### Metal 1, run 1

Bar = 50 um. Supply wires on this layer in gray.
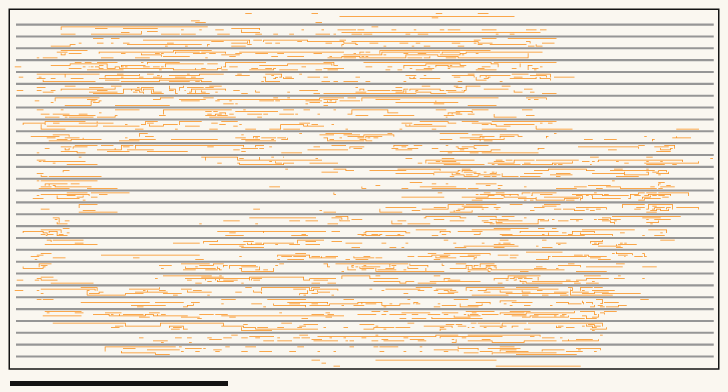
### Met2 routing, run 1

Bar = 50 um.
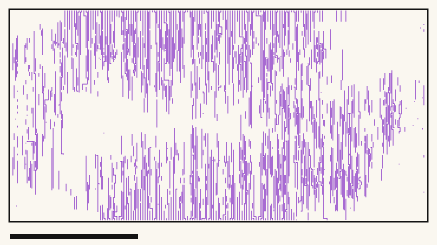
### Metal 3, run 1

Cells faint in the background.
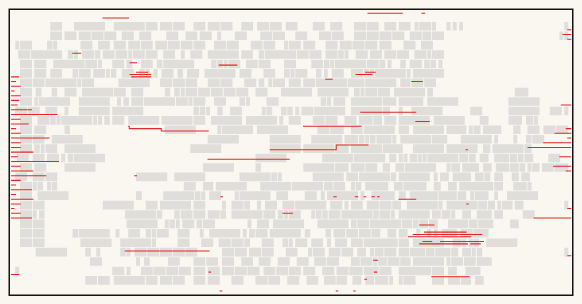
<file path="config.mk">
export PLATFORM = sky130hd
export DESIGN_NAME = instr_register_sched_flat
export DESIGN_NICKNAME = d
export VERILOG_FILES = /design/src/rtl/instr_register_pkg.sv /design/src/rtl/instr_register_sched_if.sv /design/src/rtl/rr_arbiter2.sv /design/src/rtl/instr_register_sched.sv /design/src/flat_wrapper.sv
export SDC_FILE = /design/constraint.sdc
export NUM_CORES = 1
export LEC_CHECK = 0
export ABC_CLOCK_PERIOD_IN_PS = 3100
export CORE_ASPECT_RATIO = 0.5
export CORE_UTILIZATION = 36
export DETAILED_ROUTE_END_ITERATION = 16
export PLACE_DENSITY = 0.9
export REMOVE_ABC_BUFFERS = 1
export SLEW_MARGIN = 40
export SYNTH_ARGS = -nofsm -noshare
export SYNTH_HDL_FRONTEND = slang
export SYNTH_SLANG_ARGS = --single-unit
</file>
<file path="constraint.sdc">
create_clock -name clk -period 3.1 [get_ports clk]
set_clock_uncertainty 0.1 [all_clocks]
set_input_delay 0.93 -clock clk [delete_from_list [all_inputs] [get_ports clk]]
set_output_delay 0.93 -clock clk [all_outputs]
set_load 0.02 [all_outputs]
</file>
<file path="src/rtl/instr_register_pkg.sv">
// Shared types for the instruction register and its round-robin scheduler.
// The operand, opcode, address and instruction types already exist for the
// register. The scheduler adds its depth, a request bundle and an opcode
// legality helper.
package instr_register_pkg;

  typedef logic signed [31:0] operand_t;

  typedef enum logic [3:0] {
    ZERO  = 4'd0,
    PASSA = 4'd1,
    PASSB = 4'd2,
    ADD   = 4'd3,
    SUB   = 4'd4,
    MULT  = 4'd5,
    DIV   = 4'd6,
    MOD   = 4'd7,
    POW   = 4'd8
  } opcode_t;

  typedef logic [4:0] address_t;

  typedef struct packed {
    opcode_t     opc;
    operand_t    op_a;
    operand_t    op_b;
    logic [63:0] result;
  } instruction_t;

  // The scheduler depth must cover exactly the addressable register entries.
  localparam int SCHED_DEPTH = 32;
  localparam int SCHED_CNT_W = $clog2(SCHED_DEPTH) + 1;

  typedef struct packed {
    opcode_t  opc;
    operand_t a;
    operand_t b;
  } sched_req_t;

  // Opcodes beyond POW have no meaning to the register's ALU.
  function automatic logic opc_legal(opcode_t opc);
    return (opc <= POW);
  endfunction

endpackage

</file>
<file path="src/rtl/instr_register_sched_if.sv">
// Request, register-load and consumer signals of the instruction register
// scheduler. The master side is the requesters plus the consumer. The slave
// side is the scheduler itself.
interface instr_register_sched_if;
  import instr_register_pkg::*;

  logic                   flush;
  logic [1:0]             req_valid;
  logic [1:0]             req_ready;
  operand_t               req_operand_a [2];
  operand_t               req_operand_b [2];
  opcode_t                req_opcode    [2];
  logic                   load_en;
  operand_t               operand_a;
  operand_t               operand_b;
  opcode_t                opcode;
  address_t               write_pointer;
  address_t               read_pointer;
  logic                   out_valid;
  logic                   out_ready;
  logic [SCHED_CNT_W-1:0] occupancy;
  logic [15:0]            illegal_cnt;

  modport master (
    output flush, req_valid, req_operand_a, req_operand_b, req_opcode, out_ready,
    input  req_ready, load_en, operand_a, operand_b, opcode, write_pointer,
           read_pointer, out_valid, occupancy, illegal_cnt
  );

  modport slave (
    input  flush, req_valid, req_operand_a, req_operand_b, req_opcode, out_ready,
    output req_ready, load_en, operand_a, operand_b, opcode, write_pointer,
           read_pointer, out_valid, occupancy, illegal_cnt
  );

endinterface

</file>
<file path="src/rtl/rr_arbiter2.sv">
// Two-way round-robin arbiter. A lone request is granted outright. A tie
// goes to the requester that did not win last time. The history moves only
// when the caller strobes advance_i, i.e. when the grant is actually consumed.
module rr_arbiter2 (
  input  logic       clk,
  input  logic       reset_n,
  input  logic [1:0] req_i,
  input  logic       advance_i,
  output logic [1:0] grant_o
);

  logic last_grant_q, last_grant_d;

  // Grant selection from the current requests and the previous winner.
  always_comb begin
    // NOTE: every always_comb output gets a default first so no path can infer a latch.
    grant_o = 2'b00;
    unique case (req_i)
      2'b01:   grant_o = 2'b01;
      2'b10:   grant_o = 2'b10;
      2'b11:   grant_o = last_grant_q ? 2'b01 : 2'b10;
      default: grant_o = 2'b00;
    endcase
    last_grant_d = advance_i ? grant_o[1] : last_grant_q;
  end

  // Winner history. It resets to requester 1 so requester 0 takes the first tie.
  always_ff @(posedge clk or negedge reset_n) begin
    // NOTE: sequential state uses non-blocking assignments so every flop samples pre-edge values.
    if (!reset_n) last_grant_q <= 1'b1;
    else          last_grant_q <= last_grant_d;
  end

endmodule

</file>
<file path="src/rtl/instr_register_sched.sv">
// Two-requester round-robin scheduler and circular-queue sequencer for the
// 32-entry instruction register. Accepted requests are registered onto the
// register's load port one cycle later. Entries are presented in order to a
// single consumer through read_pointer with a valid/ready handshake.
// Optional build macro ILLEGAL_OPC_DROP_EN: when it is defined, accepted
// requests with an opcode above POW are consumed, counted in illegal_cnt and
// not loaded. When it is undefined, every accept is loaded and illegal_cnt
// reads 0.
module instr_register_sched
  import instr_register_pkg::*;
#(
  parameter int DEPTH = SCHED_DEPTH,  // must equal 2**$bits(address_t)
  parameter int CNT_W = SCHED_CNT_W
) (
  input logic                   clk,
  input logic                   reset_n,
  instr_register_sched_if.slave bus
);

  logic [CNT_W-1:0] occ_q, occ_d;
  address_t         wr_ptr_q, wr_ptr_d;
  address_t         rd_ptr_q, rd_ptr_d;
  address_t         wp_q, wp_d;
  logic             load_en_q, load_en_d;
  sched_req_t       out_q, out_d;
  logic [15:0]      illegal_cnt_q, illegal_cnt_d;

  logic [1:0]       grant;
  logic [1:0]       req_ready;
  logic             full;
  logic             accept;
  logic             legal;
  logic             load_accept;
  logic             pop;
  logic             out_valid;
  logic             sel;
  sched_req_t       sel_req;
  logic [CNT_W-1:0] readable;

  rr_arbiter2 u_arb (
    .clk       (clk),
    .reset_n   (reset_n),
    .req_i     (bus.req_valid),
    .advance_i (accept),
    .grant_o   (grant)
  );

  // Handshake decode: readiness, the granted request and the consumer view.
  always_comb begin
    full        = (occ_q == CNT_W'(DEPTH));
    req_ready   = grant & {2{~full & ~bus.flush}};
    accept      = |(bus.req_valid & req_ready);
    sel         = grant[1];
    sel_req     = '{opc: bus.req_opcode[sel],
                    a:   bus.req_operand_a[sel],
                    b:   bus.req_operand_b[sel]};
`ifdef ILLEGAL_OPC_DROP_EN
    legal       = opc_legal(sel_req.opc);
`else
    legal       = 1'b1;
`endif
    load_accept = accept & legal;
    // An entry whose register write is still in flight is counted but not yet readable.
    readable    = occ_q - CNT_W'(load_en_q);
    out_valid   = (readable != '0);
    pop         = out_valid & bus.out_ready;
  end

  // Next state for the pointers, occupancy and registered load port. Flush wins.
  always_comb begin
    occ_d         = occ_q;
    wr_ptr_d      = wr_ptr_q;
    rd_ptr_d      = rd_ptr_q;
    wp_d          = wp_q;
    out_d         = out_q;
    load_en_d     = 1'b0;
    illegal_cnt_d = illegal_cnt_q;
    if (bus.flush) begin
      occ_d    = '0;
      wr_ptr_d = '0;
      rd_ptr_d = '0;
    end else begin
      if (load_accept) begin
        out_d     = sel_req;
        wp_d      = wr_ptr_q;
        wr_ptr_d  = wr_ptr_q + address_t'(1);
        load_en_d = 1'b1;
      end
      if (pop) rd_ptr_d = rd_ptr_q + address_t'(1);
      occ_d = occ_q + CNT_W'(load_accept) - CNT_W'(pop);
`ifdef ILLEGAL_OPC_DROP_EN
      if (accept && !legal && illegal_cnt_q != 16'hFFFF)
        illegal_cnt_d = illegal_cnt_q + 16'd1;
`endif
    end
  end

  // State registers. Reset drops any pending load.
  always_ff @(posedge clk or negedge reset_n) begin
    if (!reset_n) begin
      occ_q         <= '0;
      wr_ptr_q      <= '0;
      rd_ptr_q      <= '0;
      wp_q          <= '0;
      out_q         <= '0;
      load_en_q     <= 1'b0;
      illegal_cnt_q <= '0;
    end else begin
      occ_q         <= occ_d;
      wr_ptr_q      <= wr_ptr_d;
      rd_ptr_q      <= rd_ptr_d;
      wp_q          <= wp_d;
      out_q         <= out_d;
      load_en_q     <= load_en_d;
      illegal_cnt_q <= illegal_cnt_d;
    end
  end

  assign bus.req_ready     = req_ready;
  assign bus.load_en       = load_en_q;
  assign bus.operand_a     = out_q.a;
  assign bus.operand_b     = out_q.b;
  assign bus.opcode        = out_q.opc;
  assign bus.write_pointer = wp_q;
  assign bus.read_pointer  = rd_ptr_q;
  assign bus.out_valid     = out_valid;
  assign bus.occupancy     = occ_q;
`ifdef ILLEGAL_OPC_DROP_EN
  assign bus.illegal_cnt   = illegal_cnt_q;
`else
  assign bus.illegal_cnt   = 16'h0000;
`endif

endmodule

</file>
<file path="src/flat_wrapper.sv">
// flat-port wrapper written by rule: the top's interface ports become plain ports
module instr_register_sched_flat import instr_register_pkg::*;
#(
  parameter int DEPTH = SCHED_DEPTH,                                   
  parameter int CNT_W = SCHED_CNT_W
)
  (clk, reset_n, bus_flush, bus_req_valid, bus_req_operand_a, bus_req_operand_b, bus_req_opcode, bus_out_ready, bus_req_ready, bus_load_en, bus_operand_a, bus_operand_b, bus_opcode, bus_write_pointer, bus_read_pointer, bus_out_valid, bus_occupancy, bus_illegal_cnt);
  instr_register_sched_if bus_i ();
  input logic clk;
  input logic reset_n;
  input wire logic [$bits(bus_i.flush)-1:0] bus_flush;
  input wire logic [$bits(bus_i.req_valid)-1:0] bus_req_valid;
  input wire logic [$bits(bus_i.req_operand_a)-1:0] bus_req_operand_a;
  input wire logic [$bits(bus_i.req_operand_b)-1:0] bus_req_operand_b;
  input wire logic [$bits(bus_i.req_opcode)-1:0] bus_req_opcode;
  input wire logic [$bits(bus_i.out_ready)-1:0] bus_out_ready;
  output wire logic [$bits(bus_i.req_ready)-1:0] bus_req_ready;
  output wire logic [$bits(bus_i.load_en)-1:0] bus_load_en;
  output wire logic [$bits(bus_i.operand_a)-1:0] bus_operand_a;
  output wire logic [$bits(bus_i.operand_b)-1:0] bus_operand_b;
  output wire logic [$bits(bus_i.opcode)-1:0] bus_opcode;
  output wire logic [$bits(bus_i.write_pointer)-1:0] bus_write_pointer;
  output wire logic [$bits(bus_i.read_pointer)-1:0] bus_read_pointer;
  output wire logic [$bits(bus_i.out_valid)-1:0] bus_out_valid;
  output wire logic [$bits(bus_i.occupancy)-1:0] bus_occupancy;
  output wire logic [$bits(bus_i.illegal_cnt)-1:0] bus_illegal_cnt;
  assign bus_i.flush = bus_flush;
  assign bus_i.req_valid = bus_req_valid;
  assign bus_i.req_operand_a = {>>{bus_req_operand_a}};
  assign bus_i.req_operand_b = {>>{bus_req_operand_b}};
  assign bus_i.req_opcode = {>>{bus_req_opcode}};
  assign bus_i.out_ready = bus_out_ready;
  assign bus_req_ready = bus_i.req_ready;
  assign bus_load_en = bus_i.load_en;
  assign bus_operand_a = bus_i.operand_a;
  assign bus_operand_b = bus_i.operand_b;
  assign bus_opcode = bus_i.opcode;
  assign bus_write_pointer = bus_i.write_pointer;
  assign bus_read_pointer = bus_i.read_pointer;
  assign bus_out_valid = bus_i.out_valid;
  assign bus_occupancy = bus_i.occupancy;
  assign bus_illegal_cnt = bus_i.illegal_cnt;
  instr_register_sched #(.DEPTH(DEPTH), .CNT_W(CNT_W)) u_core (.clk(clk), .reset_n(reset_n), .bus(bus_i));
endmodule
</file>
==> results_dict.tcl, run 1 <==
# metrics dict for downstream scripts
set metrics [dict create \
    grt_pass1_wl_um 20100 \
    clkPwrFrac_pct 17.2 \
    synth_warnings 0 \
    slew_viol_final 0 \
    nNetsFinal 861 \
    syn_to_final_growth_pct 66.7 \
    clock_tree_area_fraction_pct 3.61 \
    min_path_cells 1 \
    finalHoldViolCount 0 \
    die_h_um 82.2 \
    yosys_cells 450 \
    gp_congestion 0.829 \
    ys_sh_aoi_pct 10.3 \
    p_leak_nw 3.31 \
    nFlopsAndLatches 91 \
    violations "setup timing" \
    powerSeq_w 0.00176 \
    ys_top_cells_by_count "dfrtp_1, nor2_1, a21oi_1" \
    start_kind "flop" \
    edf_count 0 \
    synth.distinct_cells 41 \
    synth-seq-cells 91 \
    ir_drop_v 0.000388 \
    clock.fmax_mhz 305 \
    pin_count 246 \
    dr.pass1.iters 4 \
    synth_top_cell_by_count "dfrtp_1" \
    cts_tree "yes" \
    dieArea_um2 13400 \
    coreArea_um2 12200 \
    finalSetupViolations 3 \
    xor_share_pct 1.13 \
    row_count 28 \
    largest_cell_class "buffers" \
    gr-total-overflow 0 \
    fin_crit_sh_pct 106 \
    io_buffers 229 \
    hold_path_end "u_core.bus.write_pointer[2]" \
    signal_buffers 270 \
    status "finished, violations left" \
    wire_per_inst_um 15.7 \
    largest_area_cell "dfrtp_1" \
    fin_crit_ps 3280 \
    nNonClkInverters 14 \
    worst_slack_ps -181 \
]
-- 'Metal 1' (at the start) --
main direction: horizontal
nets with wire on the layer: 767
wire length on this layer: 5300 um
longest straight run: 45.5 um
Detailed Route WL: 13700 um
via count: 4129
met1 Resource Use GR: 21.8%

-- 'Met2 routing' (at the start) --
main direction: vertical
share of all routed wire: 56%
nets with wire on the layer: 758
longest straight run: 33.3 um
met2 Use GR: 38.4%

-- 'Metal 3' (at the start) --
nets with wire on the layer: 75
longest straight run: 24.1 um
wire length on this layer: 486 um
met3 GRT Util: 3.60%

run 1: sequential cells by signal, indices dropped and copies added, names as in the netlist:
name,cells
u_core.bus.occupancy,6
u_core.bus.read_pointer,5
u_core.bus.operand_b,32
u_core.bus.load_en,1
u_core.bus.write_pointer,5
u_core.u_arb.last_grant_q,1
u_core.wr_ptr_q,5
u_core.bus.operand_a,32
u_core.bus.opcode,4
run 1: critical path, cell delays in order (launching register included):
cell       delay (ps)
dfrtp_1           400
inv_2             120
ha_4              150
inv_2              30
or3_4             380
a2111oi_4         340
a21boi_2          120
ha_1              310
inv_2              40
ha_4              170
fa_2              350
a21oi_2           150
nor2_1             80
or3_1             340
a21oi_2           130
run 1: timing repair:
item | 4_1_cts | 5_1_grt
setup buffers | 5 | 3
pin swaps | 11 | 12
endpoints found under the setup margin | 6 | 45
resized | 43 | 12
hold buffers | 0 | 0
run 1: cells in the final DEF (no fill, tap or decap), types with 2 or more instances in the layout:
cell type / instances
nand4_1: 4
a21oi_2: 3
ha_1: 9
ha_4: 4
xnor2_1: 2
mux2i_1: 70
clkbuf_16: 9
dfrtp_1: 90
a21oi_1: 71
nand3_1: 2
o21ai_1: 2
mux2_2: 5
mux2_1: 3
buf_4: 39
o21ai_0: 2
inv_1: 10
nor2_1: 80
conb_1: 16
clkdlybuf4s50_1: 223
inv_2: 4
nor2b_1: 6
buf_6: 5
a2111oi_4: 2
clkinv_2: 3
xor2_1: 3
nand2_1: 4
nand2b_1: 4
ha_2: 2
run 1: per-layer routing:
| layer | up-vias | GRT usage (%) | part of all wire (%) |
|---|---|---|---|
| met4 | 0 | 6.04 | 2.0 |
| met3 | 27 | 3.60 | 3.5 |
| met2 | 115 | 38.4 | 56 |
| met1 | 1979 | 21.8 | 39 |
| met5 | - | 0 | 0 |
| li1 | 2008 | - | - |
==> inputs of run 2 (changes only) <==
Settings changed: CAP_MARGIN from default to 20.
### Met2 routing, run 2

Bar = 50 um.
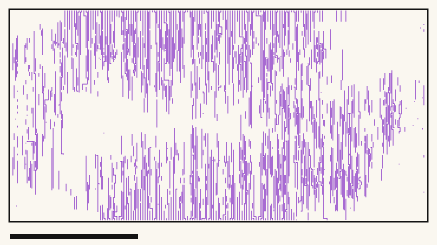

==> run 2 against run 1 <==
  * The flow still finishes with violations (setup timing)
  * Combinational power hardly changed
  * Sequential share of layout area stayed put
  * Flip-flop count stayed put
  * Hold slack stayed put
  * Largest power group unchanged
  * Synthesized cell count stayed put
  * Largest cell class unchanged
==> results_dict.tcl, run 2 <==
# metrics dict for downstream scripts
set metrics [dict create \
    grt_pass1_wl_um 20100 \
    io_buffers 229 \
    clock.fmax_mhz 305 \
    yosys_cells 450 \
    netlist_area_um2 4630 \
    start_kind "flop" \
    wire_per_inst_um 15.7 \
    xor_share_pct 1.13 \
    first_global_vias 4039 \
    synth-seq-cells 91 \
    pin_count 246 \
    syn_to_final_growth_pct 66.7 \
    violations "setup timing" \
    worstPathCellList "inv_2 -> ha_4 -> inv_2 -> or3_4 -> a2111oi_4 -> a21boi_2 -> ha_1 -> inv_2 -> ha_4 -> fa_2 -> a21oi_2 -> nor2_1 -> or3_1 -> a21oi_2" \
    fin_crit_ps 3280 \
    worst_slack_ps -181 \
    largest_area_cell "dfrtp_1" \
    ys_top_cells_by_count "dfrtp_1, nor2_1, a21oi_1" \
    p_leak_nw 3.31 \
    synth_warnings 0 \
    fin_crit_sh_pct 106 \
    die_h_um 82.2 \
    status "finished, violations left" \
    finalHoldViolCount 0 \
    coreArea_um2 12200 \
    final_common_cell "clkdlybuf4s50_1" \
    nNetsFinal 861 \
    ys_sh_aoi_pct 10.3 \
    crit_path_top_delay_cell "dfrtp_1" \
    clkPwrFrac_pct 17.2 \
    synthTopCellsByArea "dfrtp_1, mux2i_1, a21oi_1" \
    dieArea_um2 13400 \
    fp-utilization_pct 38.0 \
    gp_congestion 0.829 \
    routed_wl_um 13700 \
    finalSetupViolations 3 \
    critPathBufInv 3 \
    slew_viol_final 0 \
    edf_count 0 \
    row_count 28 \
    crit_top_cell "inv_2" \
    seqCellArea_um2 2280 \
    synth_top_cell_by_count "dfrtp_1" \
    dr.pass1.iters 4 \
    ir_drop_v 0.000388 \
    cpLargestDelayFamily "adder cells" \
]
### Metal 1, run 2

Bar = 50 um. Supply wires on this layer in gray.
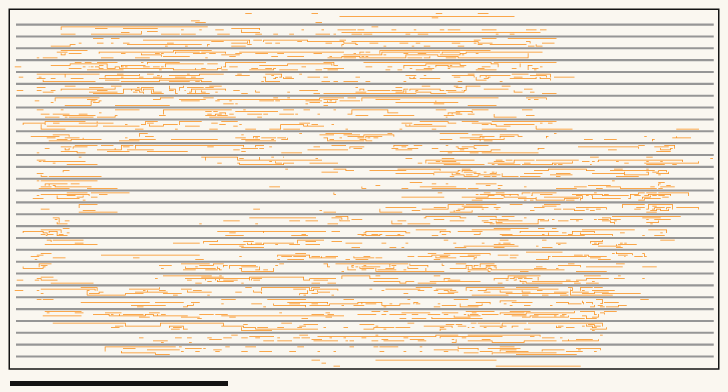
nets with wire on the layer: 767
main direction: horizontal
longest straight run: 45.5 um
share of all routed wire: 39%

==> run 2: cell counts in the layout (fill, tap and decap cells not counted) <==
No cell type changed its count.
==> run 2: final timing paths <==
path / startpoint / end / slack, ps / cells after the start
worst max-delay path: u_core.bus.occupancy[1] / u_core.bus.occupancy[4] / -180 / 14
worst min-delay path: u_core.bus.write_pointer[2] / u_core.bus.write_pointer[2] / 410 / 1
worst max register to register: u_core.bus.occupancy[1] / u_core.bus.occupancy[4] / -180 / 14
worst min register to register: u_core.bus.write_pointer[2] / u_core.bus.write_pointer[2] / 410 / 1
max in group asynchronous: reset_n / u_core.bus.operand_a[12] / 1730 / 2
min in group asynchronous: reset_n / u_core.bus.operand_b[1] / 510 / 1
==> run 2: power groups by stage <==
| stage | clock network [W] | logic (W) | registers, W |
|---|---|---|---|
| CTS | 0.00105 | 0.00301 | 0.00176 |
| global route | 0.00110 | 0.00337 | 0.00181 |
| finish | 0.00102 | 0.00317 | 0.00176 |
| floorplan | 0 | 0.00112 | 0.00219 |
| global placement | 0 | 0.00276 | 0.00175 |
| detailed placement | 0 | 0.00283 | 0.00178 |
==> run 2: layer usage <==
metal  global-route usage, %  vias up  wire length (um)
met3                    3.60       27               485
met4                    6.04        0               274
met5                       0        -                 0
met2                    38.4      115              7640
met1                    21.8     1979              5300
li1                        -     2008                 -
==> run 2: timing repair <==
item                                    4_1_cts  5_1_grt
hold buffers                                  0        0
pin swaps                                    11       12
setup buffers                                 5        3
endpoints found under the setup margin        6       45
cloned                                        0        0
endpoints found under the hold margin         0        0
gates resized                                43       12
==> run 2: layout make-up <==
class	count	share of cell area (%)
inverter	14	0.680
sequential	91	29.5
tap	165	2.67
timing repair buffer	270	34.0
clock inverter	6	0.518
multi-input combinational	317	29.6
clock buffer	10	3.09
Power and IR drop assume default switching activity.
